The metal 1 layer:
Bar = 20 microns.
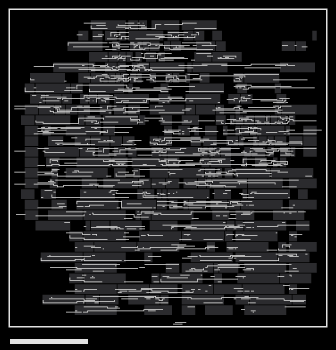
Signal wires on met2:
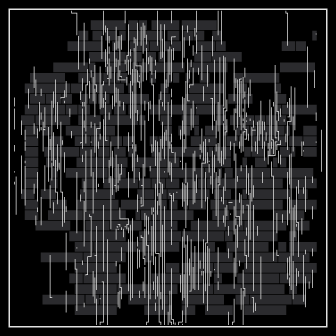
M3 wires:
Bar = 20 microns.
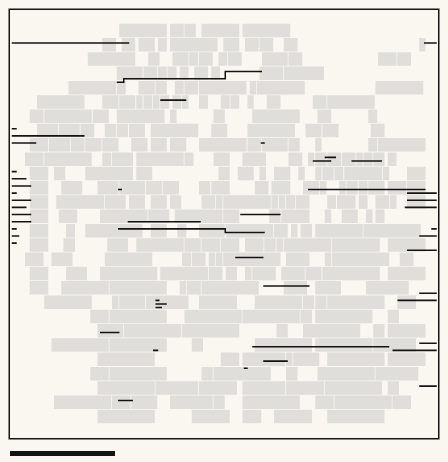
Register map, names as in the netlist:
Other sequential cells in the stronger grey, the rest of the logic in the fainter grey.
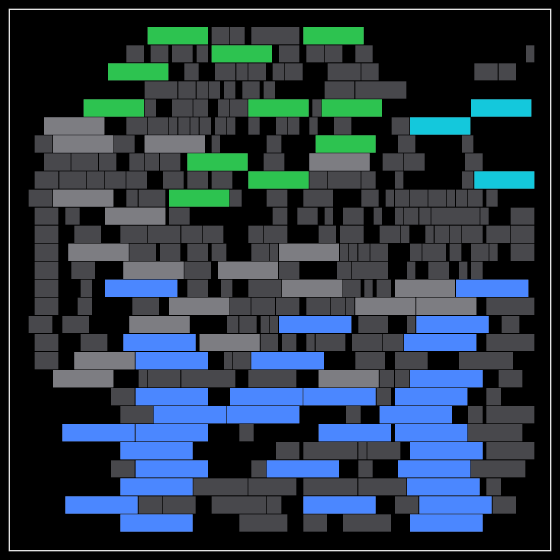
Placement view:
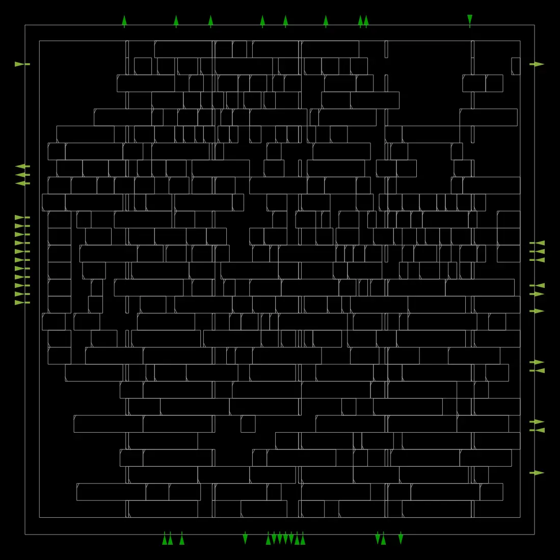
[src/rtl/sat_pkg.sv]
// Shared types and widths for the SAT datapath: clause/variable index widths,
// the BCP sequencer state encoding and the implication record.
package sat_pkg;

  localparam int NUM_CLAUSE   = 1023;
  localparam int NUM_VARIABLE = 128;

  localparam int ADDR_W  = $clog2(NUM_CLAUSE);
  localparam int COUNT_W = ADDR_W + 1;
  localparam int VAR_W   = $clog2(NUM_VARIABLE);

  typedef enum logic [1:0] {
    IDLE,
    SCAN,
    DRAIN,
    FINISH
  } bcp_state_t;

  typedef struct packed {
    logic [VAR_W-1:0] variable;
    logic             value;
  } implication_t;

endpackage

[src/rtl/implication_fifo.sv]
// Synchronous FIFO of implication records with flush; the head entry reads as
// zero while empty so the downstream payload is clean after reset and flush.
module implication_fifo
  import sat_pkg::*;
#(
  parameter int DEPTH = 4
) (
  input  logic                       clock,
  input  logic                       reset_n,
  input  logic                       flush,
  input  logic                       push,
  input  implication_t               push_data,
  input  logic                       pop,
  output implication_t               pop_data,
  output logic                       full,
  output logic                       empty,
  output logic [$clog2(DEPTH):0]     count
);

  localparam int PTR_W = $clog2(DEPTH);

  implication_t     mem [DEPTH];
  logic [PTR_W-1:0] wr_ptr;
  logic [PTR_W-1:0] rd_ptr;
  logic             do_push;
  logic             do_pop;

  assign empty   = (count == '0);
  assign full    = (count == (PTR_W + 1)'(DEPTH));
  assign do_pop  = pop & ~empty;
  assign do_push = push & (~full | do_pop);

  // NOTE: the storage array is deliberately left without reset; only pointers
  // and count are reset, and the output mux below hides stale entries.
  always_ff @(posedge clock) begin
    if (do_push) mem[wr_ptr] <= push_data;
  end

  // NOTE: sequential state uses non-blocking assignments only, so every
  // register samples pre-edge values regardless of block ordering.
  always_ff @(posedge clock or negedge reset_n) begin
    if (!reset_n) begin
      wr_ptr <= '0;
      rd_ptr <= '0;
      count  <= '0;
    end else if (flush) begin
      wr_ptr <= '0;
      rd_ptr <= '0;
      count  <= '0;
    end else begin
      if (do_push) wr_ptr <= wr_ptr + 1'b1;
      if (do_pop)  rd_ptr <= rd_ptr + 1'b1;
      if (do_push && !do_pop)      count <= count + 1'b1;
      else if (do_pop && !do_push) count <= count - 1'b1;
    end
  end

  assign pop_data = empty ? '0 : mem[rd_ptr];

endmodule

[src/rtl/bcp_scheduler.sv]
// BCP scan sequencer: streams clause reads, buffers unit implications, repeats
// passes to fixpoint or conflict. Optional pass limit under BCP_PASS_LIMIT_EN.
module bcp_scheduler
  import sat_pkg::*;
#(
  parameter int IMPLY_DEPTH = 4,
  parameter int PASS_LIMIT  = 64
) (
  input  logic               clock,
  input  logic               reset_n,
  input  logic               start,
  input  logic [COUNT_W-1:0] num_clause,
  output logic               busy,
  output logic               done,
  output logic               conflict,
  output logic               timeout,
  output logic               clause_rd_en,
  output logic [ADDR_W-1:0]  clause_addr,
  input  logic               eval_valid,
  input  logic               eval_falsified,
  input  logic               eval_unit,
  input  logic [VAR_W-1:0]   eval_implied_variable,
  input  logic               eval_new_assignment,
  output logic               imply_valid,
  output logic [VAR_W-1:0]   imply_variable,
  output logic               imply_value,
  input  logic               imply_ready
);

  localparam int FC_W = $clog2(IMPLY_DEPTH) + 1;

  bcp_state_t         state;
  bcp_state_t         state_next;
  logic [COUNT_W-1:0] scan_idx;
  logic [COUNT_W-1:0] num_clause_q;
  logic               inflight;
  logic               progress;
  logic               conflict_q;

  logic               all_issued;
  logic               kill;
  logic               room;
  logic               push;
  logic               pop;
  logic               at_limit;

  implication_t       push_data;
  implication_t       head;
  logic               fifo_full;
  logic               fifo_empty;
  logic [FC_W-1:0]    fifo_count;

  assign all_issued = (scan_idx == num_clause_q);
  assign kill       = (state == SCAN) & eval_valid & eval_falsified;
  assign push       = (state == SCAN) & eval_valid & ~eval_falsified & eval_unit;
  assign pop        = imply_valid & imply_ready;

  // Throttle counts the read already in flight so its result always has a slot.
  assign room = ~fifo_full &
                ((int'(fifo_count) + int'(inflight)) < IMPLY_DEPTH);

  assign clause_rd_en = (state == SCAN) & ~all_issued & room & ~kill;
  assign clause_addr  = scan_idx[ADDR_W-1:0];
  assign busy         = (state != IDLE);
  assign done         = (state == FINISH);
  assign conflict     = conflict_q;

  assign push_data.variable = eval_implied_variable;
  assign push_data.value    = eval_new_assignment;

`ifdef BCP_PASS_LIMIT_EN
  localparam int PASS_W = $clog2(PASS_LIMIT + 1);

  logic [PASS_W-1:0] pass_cnt;
  logic              timeout_q;

  assign at_limit = (int'(pass_cnt) == PASS_LIMIT - 1);
  assign timeout  = timeout_q;

  always_ff @(posedge clock or negedge reset_n) begin
    if (!reset_n) begin
      pass_cnt  <= '0;
      timeout_q <= 1'b0;
    end else if (state == IDLE && start) begin
      pass_cnt  <= '0;
      timeout_q <= 1'b0;
    end else if (state == DRAIN && state_next == SCAN) begin
      pass_cnt <= pass_cnt + 1'b1;
    end else if (state == DRAIN && state_next == FINISH && progress) begin
      timeout_q <= 1'b1;
    end
  end
`else
  logic unused_pass_limit;

  assign at_limit          = 1'b0;
  assign timeout           = 1'b0;
  assign unused_pass_limit = (PASS_LIMIT > 0);
`endif

  // NOTE: every combinational output gets a default first so no path through
  // the case statement can leave it unassigned and infer a latch.
  always_comb begin
    state_next = state;
    unique case (state)
      IDLE: begin
        if (start) state_next = (num_clause == '0) ? FINISH : SCAN;
      end
      SCAN: begin
        if (kill) state_next = FINISH;
        else if (all_issued && (eval_valid || !inflight)) state_next = DRAIN;
      end
      DRAIN: begin
        if (fifo_empty) state_next = (progress && !at_limit) ? SCAN : FINISH;
      end
      FINISH:  state_next = IDLE;
      default: state_next = IDLE;
    endcase
  end

  always_ff @(posedge clock or negedge reset_n) begin
    if (!reset_n) begin
      state        <= IDLE;
      scan_idx     <= '0;
      num_clause_q <= '0;
      inflight     <= 1'b0;
      progress     <= 1'b0;
      conflict_q   <= 1'b0;
    end else begin
      state    <= state_next;
      inflight <= clause_rd_en;
      if (state == IDLE && start) begin
        num_clause_q <= num_clause;
        scan_idx     <= '0;
        progress     <= 1'b0;
        conflict_q   <= 1'b0;
      end
      if (clause_rd_en) scan_idx <= scan_idx + 1'b1;
      if (push)         progress <= 1'b1;
      if (kill)         conflict_q <= 1'b1;
      if (state == DRAIN && state_next == SCAN) begin
        scan_idx <= '0;
        progress <= 1'b0;
      end
    end
  end

  implication_fifo #(
    .DEPTH(IMPLY_DEPTH)
  ) u_fifo (
    .clock     (clock),
    .reset_n   (reset_n),
    .flush     (kill),
    .push      (push),
    .push_data (push_data),
    .pop       (pop),
    .pop_data  (head),
    .full      (fifo_full),
    .empty     (fifo_empty),
    .count     (fifo_count)
  );

  assign imply_valid    = ~fifo_empty;
  assign imply_variable = head.variable;
  assign imply_value    = head.value;

endmodule
[config.mk]
export PLATFORM = sky130hd
export DESIGN_NAME = bcp_scheduler
export DESIGN_NICKNAME = d
export VERILOG_FILES = /design/src/rtl/sat_pkg.sv /design/src/rtl/implication_fifo.sv /design/src/rtl/bcp_scheduler.sv
export SDC_FILE = /design/constraint.sdc
export NUM_CORES = 1
export LEC_CHECK = 0
export CAP_MARGIN = 30
export CORE_MARGIN = 2
export CORE_UTILIZATION = 54
export DETAILED_ROUTE_END_ITERATION = 10
export HOLD_SLACK_MARGIN = 0.02
export PLACE_DENSITY = 0.8
export SYNTH_ARGS = -nofsm -noshare
export SYNTH_HDL_FRONTEND = slang
export SYNTH_SLANG_ARGS = --single-unit
export TNS_END_PERCENT = 50
[constraint.sdc]
create_clock -name clock -period 2.8 [get_ports clock]
set_input_delay 0.42 -clock clock [delete_from_list [all_inputs] [get_ports clock]]
set_output_delay 0.42 -clock clock [all_outputs]
set_load 0.1 [all_outputs]
==> notes.md <==
Update from the flow run.

The timing report shows that the slowest cell on the worst path is clkdlybuf4s50_1. The net count after synthesis is 283. The count of flip-flops with a built-in enable after synthesis is 32. STA on the placed design reports a worst setup slack of 0.3194 ns.

Final hold analysis gives a worst-case slack of 0.4832 ns. In the final layout, excluding clock buffers the buffer count is 55. The synthesized netlist contains 53 unique library cells.

The number of iterations in the first detailed-routing pass is 5. For this block, the initial DRC count from the detailed router was 107. Per the power-grid run, VDD falls by no more than 0.8895 mV. The root buffer cell is clkbuf_8. The run finished with clean final reports.

The layout report lists the non-clock buffer share of cell area as 15.13%. Per the OpenROAD power report, leakage power amounts to 1.578 nW. The via count of the first global-routing pass was 2087. STA lists the startpoint of the worst register-to-register path as u_fifo.count[2]$_DFFE_PN0P_. The floorplan report lists the tap cell count as 75. The endpoint identified for the worst register-to-register timing path is u_fifo.count[2]$_DFFE_PN0P_.

The start-to-end type of the worst setup path is input pin to output port. The post-cts repair resize count is 0. STA shows the worst reg2reg path with a cell count of 9. In this run the register-to-register setup slack is 0.61 ns. Synthesis produced 251 cells. TritonCTS built the clock tree. The area figure in the yosys stat output is 3236 sq um. In the final report, the number of hold violations comes to 0. The endpoint arrival time on the critical path is 2.00 ns.
## Picture notes: 'the metal 1 layer'
wire length on this layer: 3030 microns
main direction: horizontal
share of all routed wire: 46%
longest straight run: 28.1 microns
met1 layer usage reported by global route: 29.85%
routed vias: 2169
total wire length: 6.577 mm

## Picture notes: 'signal wires on met2'
wire length on this layer: 3100 microns
share of all routed wire: 47%
longest straight run: 35.0 microns
nets with wire on the layer: 299
met2 layer usage reported by global route: 33.03%

## Picture notes: 'M3 wires'
longest straight run: 25.8 microns
nets with wire on the layer: 38
met3 usage in global routing: 5.778%

## Picture notes: 'register map, names as in the netlist'
[blue] `u_fifo.mem` | placed flops: 32
[cyan] `u_fifo.count` | placed flops: 3
[green] `scan_idx` | placed flops: 11
not coloured: 20
Sequential Power: 0.00149 W
area taken by flip-flops and latches: 1812 sq um
post-route core utilization: 67.84%
flop share of the area: 45.65%

## Picture notes: 'placement view'
Core Area: 5851 sq um
Row Count: 28
number of inserted filler cells in the final layout: 415

worst min path at each step:
stage	start	end	slack, ns	depth (start not counted)
floorplan	reset_n	conflict$_DFFE_PN0P_	0.12	0
global placement	progress$_DFFE_PN0P_	progress$_DFFE_PN0P_	0.50	1
detailed placement	progress$_DFFE_PN0P_	progress$_DFFE_PN0P_	0.51	1
CTS	reset_n	u_fifo.count[1]$_DFFE_PN0P_	0.49	2
global route	reset_n	u_fifo.count[1]$_DFFE_PN0P_	0.51	2
finish	reset_n	u_fifo.count[0]$_DFFE_PN0P_	0.48	2
cell families after synthesis:
kind of cell | Yosys count | synth area share (%)
AOI/OAI and AO/OA | 34 | 7.850
xor gates and xnor gates | 18 | 4.872
adders and majority gates | 6 | 2.552
buffers and inverters | 32 | 5.375
DFF | 66 | 55.99
muxes | 22 | 10.32
other | 1 | 0.1159
and+or+nand+nor | 72 | 12.92
where the power goes:
| group | switching [W] | internal, W | leakage (nW) |
|---|---|---|---|
| Combinational | 0.00161 | 0.000946 | 0.774 |
| Clock | 0.000359 | 0.000341 | 0.0867 |
| Sequential | 0.000270 | 0.00122 | 0.718 |
| Total | 0.00224 | 0.00251 | 1.58 |
cell usage in the layout (no fill, tap or decap), types with 4 or more instances in the layout:
master | netlist | layout
nor2_1 | 6 | 6
nand3_1 | 13 | 13
clkdlybuf4s50_1 | 0 | 25
nor2b_1 | 9 | 9
dfrtp_1 | 34 | 34
and2_1 | 7 | 7
and3_1 | 4 | 4
o21ai_0 | 5 | 5
inv_1 | 11 | 11
buf_12 | 0 | 10
edfxtp_1 | 32 | 32
ha_1 | 5 | 5
nand2_1 | 11 | 11
buf_4 | 11 | 20
xor2_1 | 5 | 5
xnor2_1 | 13 | 13
mux2_2 | 11 | 11
mux4_2 | 8 | 8
nor3_1 | 7 | 7
clkbuf_8 | 0 | 10
registers in the layout, indices dropped and copies added, names as in the netlist:
| signal | flops |
|---|---|
| u_fifo.mem | 32 |
| num_clause_q | 11 |
| scan_idx | 11 |
| u_fifo.count | 3 |
| state | 2 |
| u_fifo.rd_ptr | 2 |
| u_fifo.wr_ptr | 2 |
| conflict | 1 |
| inflight | 1 |
| progress | 1 |
routing by layer:
| metal | global-route usage, % | vias to the layer above |
|---|---|---|
| li1 | - | 1004 |
| met1 | 29.85 | 1091 |
| met2 | 33.03 | 59 |
| met3 | 5.778 | 15 |
| met4 | 10.85 | 0 |
| met5 | 0 | - |
synthesized netlist by cell type, types with 2 or more instances:
library cell	instances
clkbuf_1	4
o211ai_1	3
xnor2_1	13
nor2_1	6
nand4_1	2
and3_1	4
o2bb2ai_1	2
mux2_2	11
a22o_1	2
nand2_1	11
and2_1	7
a21oi_1	3
o21ai_0	5
nor2b_1	9
buf_4	11
nor4_1	2
xor2_1	5
a31oi_1	3
ha_1	5
mux2i_1	3
a211o_1	3
buf_2	4
nor3b_1	2
nor3_1	7
inv_1	11
nand3_1	13
mux4_2	8
o221ai_1	2
dfrtp_1	34
edfxtp_1	32
o31ai_1	2
Power is estimated from default activity; no workload was simulated.
